`config.mk`:
```
export PLATFORM = sky130hd
export DESIGN_NAME = hazard_stall_ctrl
export DESIGN_NICKNAME = d
export VERILOG_FILES = /design/src/rtl/cpu_pkg.sv /design/src/rtl/hazard_stall_ctrl_md_seq.sv /design/src/rtl/hazard_stall_ctrl.sv
export SDC_FILE = /design/constraint.sdc
export NUM_CORES = 1
export LEC_CHECK = 0
export CAP_MARGIN = 20
export CORE_MARGIN = 3
export CORE_UTILIZATION = 45
export DETAILED_ROUTE_END_ITERATION = 16
export GPL_TIMING_DRIVEN = 0
export MAX_ROUTING_LAYER = met4
export PLACE_DENSITY = 0.77
export SLEW_MARGIN = 20
export SYNTH_ARGS = -nofsm -noshare
export SYNTH_HDL_FRONTEND = slang
export SYNTH_HIERARCHICAL = 1
export SYNTH_SLANG_ARGS = --single-unit
```
`constraint.sdc`:
```
create_clock -name clk -period 3.9 [get_ports clk]
set_clock_uncertainty 0.1 [all_clocks]
set_input_delay 0.78 -clock clk [delete_from_list [all_inputs] [get_ports clk]]
set_output_delay 0.78 -clock clk [all_outputs]
set_load 0.05 [all_outputs]
```
`src/rtl/cpu_pkg.sv`:
```
// Shared types and constants for the pipeline stall/bubble control slice.
//
// Contents:
//   REG_W, TNEW_W, TUSE_W      field widths for register addresses and Tnew/Tuse
//   TUSE_NONE                  Tuse encoding for an operand the D instr does not read
//   MULT_CYCLES_DEF/DIV_..DEF  default busy lengths of the mult/div unit
//   md_state_t                 mult/div sequencer state
//   raw_hit()                  one RAW comparison of a D source against a producer
package cpu_pkg;

    localparam int REG_W  = 5;
    localparam int TNEW_W = 3;
    localparam int TUSE_W = 2;

    localparam logic [TUSE_W-1:0] TUSE_NONE = 2'd3;

    localparam int MULT_CYCLES_DEF = 5;
    localparam int DIV_CYCLES_DEF  = 10;

    typedef enum logic {
        IDLE = 1'b0,
        BUSY = 1'b1
    } md_state_t;

    // A producer blocks the D instruction when it writes the register being
    // read and its result will not exist by the time the operand is needed.
    // Tuse is zero-extended so the comparison is unsigned 3-bit.
    function automatic logic raw_hit(
        input logic [REG_W-1:0]  src,
        input logic [TUSE_W-1:0] tuse,
        input logic [REG_W-1:0]  dst,
        input logic [TNEW_W-1:0] tnew
    );
        return (src == dst) && (tnew > {1'b0, tuse});
    endfunction

endpackage

```
`src/rtl/hazard_stall_ctrl_md_seq.sv`:
```
// Multi-cycle mult/div sequencer.
//
// Ports:
//   clk        in   rising-edge clock
//   reset      in   asynchronous, active-low reset
//   md_start   in   mult/div in E this cycle; honoured only from IDLE
//   md_is_div  in   1 = div/divu (DIV_CYCLES), 0 = mult/multu (MULT_CYCLES)
//   md_busy    out  unit occupied (state == BUSY)
//   md_done    out  last busy cycle; HI/LO valid next cycle
//
// The unit is busy for exactly N cycles after the start cycle; the counter
// is loaded with N-1 and the final busy cycle is the one where it reads 0.
module md_seq
    import cpu_pkg::*;
#(
    parameter int MULT_CYCLES = MULT_CYCLES_DEF,
    parameter int DIV_CYCLES  = DIV_CYCLES_DEF,
    parameter int CNT_W       = 4
) (
    input  logic clk,
    input  logic reset,
    input  logic md_start,
    input  logic md_is_div,
    output logic md_busy,
    output logic md_done
);

    // Refuse to elaborate with a length the countdown cannot represent.
    if (MULT_CYCLES < 1 || DIV_CYCLES < 1) begin : g_bad_len
        $error("md_seq: MULT_CYCLES and DIV_CYCLES must be >= 1");
    end
    if ((MULT_CYCLES - 1) >= (2 ** CNT_W) || (DIV_CYCLES - 1) >= (2 ** CNT_W)) begin : g_bad_cnt
        $error("md_seq: CNT_W too narrow for MULT_CYCLES-1 / DIV_CYCLES-1");
    end

    localparam logic [CNT_W-1:0] MULT_LOAD = CNT_W'(MULT_CYCLES - 1);
    localparam logic [CNT_W-1:0] DIV_LOAD  = CNT_W'(DIV_CYCLES - 1);

    md_state_t        state;
    logic [CNT_W-1:0] cnt;

    // NOTE: state is updated with non-blocking assignments so every register
    // in this block samples the pre-edge values; blocking here would let cnt
    // see the new state within the same edge.
    always_ff @(posedge clk or negedge reset) begin
        if (!reset) begin
            state <= IDLE;
            cnt   <= '0;
        end else begin
            case (state)
                IDLE: begin
                    if (md_start) begin
                        state <= BUSY;
                        cnt   <= md_is_div ? DIV_LOAD : MULT_LOAD;
                    end
                end
                BUSY: begin
                    // A start seen here (including the done cycle) is dropped.
                    if (cnt != '0) begin
                        cnt <= cnt - 1'b1;
                    end else begin
                        state <= IDLE;
                    end
                end
                default: begin
                    state <= IDLE;
                    cnt   <= '0;
                end
            endcase
        end
    end

    assign md_busy = (state == BUSY);
    assign md_done = (state == BUSY) && (cnt == '0);

endmodule

```
`src/rtl/hazard_stall_ctrl.sv`:
```
// Central stall/bubble controller for the 5-stage F/D/E/M/W pipeline.
//
// Ports:
//   clk, reset              clock; asynchronous active-low reset
//   rs_D, rt_D              D-stage source register addresses
//   tuse_rs_D, tuse_rt_D    cycles until D needs the operand (3 = unused)
//   md_use_D                D instr touches the mult/div unit or HI/LO
//   dst_E, tnew_E           E-stage destination (0 = none) and cycles to result
//   dst_M, tnew_M           M-stage destination (0 = none) and cycles to result
//   md_start_E, md_is_div_E start the mult/div unit from E, and which op
//   pc_en, fd_en            PC and F/D register enables (low = hold)
//   de_clr                  load a NOP bubble into D/E
//   md_busy, md_done        mult/div unit status
//   stall_cnt               saturating count of stalled cycles
//
// Stall decisions are purely combinational; only the mult/div sequencer and
// the performance counter hold state.
module hazard_stall_ctrl
    import cpu_pkg::*;
#(
    parameter int MULT_CYCLES = MULT_CYCLES_DEF,
    parameter int DIV_CYCLES  = DIV_CYCLES_DEF,
    parameter int CNT_W       = 4,
    parameter int PERF_W      = 32
) (
    input  logic              clk,
    input  logic              reset,
    input  logic [REG_W-1:0]  rs_D,
    input  logic [REG_W-1:0]  rt_D,
    input  logic [TUSE_W-1:0] tuse_rs_D,
    input  logic [TUSE_W-1:0] tuse_rt_D,
    input  logic              md_use_D,
    input  logic [REG_W-1:0]  dst_E,
    input  logic [TNEW_W-1:0] tnew_E,
    input  logic [REG_W-1:0]  dst_M,
    input  logic [TNEW_W-1:0] tnew_M,
    input  logic              md_start_E,
    input  logic              md_is_div_E,
    output logic              pc_en,
    output logic              fd_en,
    output logic              de_clr,
    output logic              md_busy,
    output logic              md_done,
    output logic [PERF_W-1:0] stall_cnt
);

    logic haz_rs;
    logic haz_rt;
    logic haz_md;
    logic stall;

    md_seq #(
        .MULT_CYCLES (MULT_CYCLES),
        .DIV_CYCLES  (DIV_CYCLES),
        .CNT_W       (CNT_W)
    ) u_md_seq (
        .clk       (clk),
        .reset     (reset),
        .md_start  (md_start_E),
        .md_is_div (md_is_div_E),
        .md_busy   (md_busy),
        .md_done   (md_done)
    );

    // $0 is never a real dependency, so a zero source cannot match a
    // "no destination" encoding of 0 in E or M.
    assign haz_rs = (rs_D != '0) &&
                    (raw_hit(rs_D, tuse_rs_D, dst_E, tnew_E) ||
                     raw_hit(rs_D, tuse_rs_D, dst_M, tnew_M));
    assign haz_rt = (rt_D != '0) &&
                    (raw_hit(rt_D, tuse_rt_D, dst_E, tnew_E) ||
                     raw_hit(rt_D, tuse_rt_D, dst_M, tnew_M));

    // md_start_E counts as busy so a D instr cannot slip past a mult/div
    // that is entering the unit in the same cycle.
    assign haz_md = md_use_D && (md_busy || md_start_E);

    assign stall  = haz_rs || haz_rt || haz_md;
    assign pc_en  = !stall;
    assign fd_en  = !stall;
    assign de_clr = stall;

    // NOTE: the counter is cleared by the asynchronous reset so it reads 0
    // immediately, without waiting for a clock edge.
    always_ff @(posedge clk or negedge reset) begin
        if (!reset) begin
            stall_cnt <= '0;
        end else if (stall && (stall_cnt != '1)) begin
            stall_cnt <= stall_cnt + PERF_W'(1);
        end
    end

endmodule

```
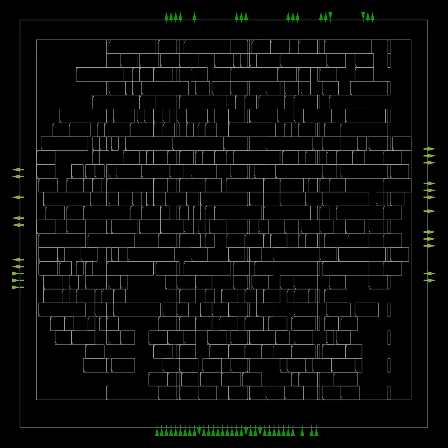
(images/placed.png)
total number of sequential cells: 37
tap cells: 70

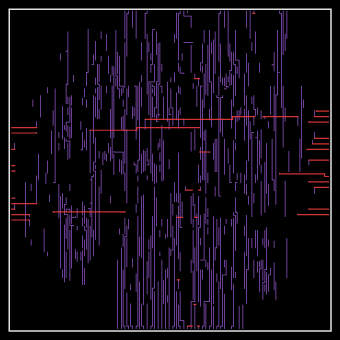
(images/layers.png)
Drawn at 4 px/um. Only two layers are drawn.
color	layer	wire length
red	M3	185 um
purple	M2	2940 um

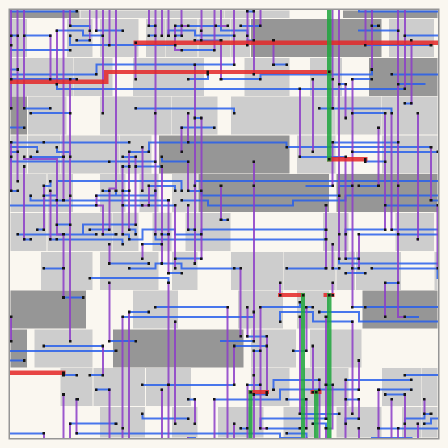
(images/closeup.png)
Window x 25 to 55, y 25 to 55 um. Cells in gray, sequential cells in the stronger gray; small squares are vias.
color	layer
green	M4
red	M3
purple	M2
blue	M1
cells with their middle in the window	70
sequential cells in the window	8
most frequent	xor2_1 (8), dfrtp_1 (8), nand2_1 (6)
netlist names of flops here include	stall_cnt (8)

==> summary.log <==
qor: final_timing.max_clock_freq 265 MHz
qor: yosys.synth_seq_share 0.375
qor: yosys.synth.yosys.warnings 6
qor: cells_and_area.syn2layout_area_growth 39.4%
qor: place.estimated_wirelength_of_the_detail_placed_design 4520 um
qor: yosys.synth_area 2470 um^2
qor: cells_and_area.n_clock_buffer 7
qor: place.io_buffer_count 71
qor: flow_run.openroad.warnings 27
qor: cells_and_area.layout.comb_gates.multi_input 189
qor: cells_and_area.n_all_buffers 85
qor: cells_and_area.sh_seq_area 0.269
qor: global_route.grt_use_total 0.192
qor: cts.ctsHoldBuffers 0
qor: cts.cts_setup_buffers 0
qor: final_timing.tightest_slew 0.649 ns
qor: final_timing.final_setup_violation_count 0
qor: cells_and_area.largest_cell_class multi-input combinational cells
qor: route.final_wirelength 5780 um
qor: cts.clk-insertion-delay-late 0.29 ns
qor: yosys.syn_area_per_cell 10.1 um^2
qor: critical_path.rrSetupSlack 1.34 ns
qor: run_status.outcome complete, no violations
qor: critical_path.critPathSlowestCell clkdlybuf4s50_1
qor: critical_path.timing.critical_path.buf_inv 6
qor: pwr.static-leakage-power 0.00151 uW
qor: critical_path.cp_max_fo 10
qor: yosys.yosys-top-cells-count dfrtp_1 (37), xor2_1 (34), nand2_1 (19)
qor: yosys.synth-edff-count 0
qor: final_timing.hold_slack 0.236 ns
qor: cells_and_area.layout.cells.non_filler 399
qor: global_route.globalRouteMet1Util 0.233
qor: floorplanning.die-height 80.0 um
qor: cells_and_area.comb_area_frac 0.422
qor: pwr.internal_power 944 uW
qor: place.globalplace.congestion 0.838
qor: critical_path.critPathRequiredTime 3.02 ns
qor: global_route.grt-busiest-layer met2
qor: route.top_layer met4
qor: cells_and_area.sequential_cell_area 926 um^2
qor: yosys.yosys-mux-area-fraction 0.0355
qor: cells_and_area.clock_area_frac 0.0251
qor: cts.ctsResizeCount 24
qor: route.detail-route-antenna-nets 0
qor: pwr.comb_cell_power 809 uW
qor: cells_and_area.fraction_of_layout_cells_with_a_size_suffix_above_1 0.158
Power is estimated from default activity; no workload was simulated.
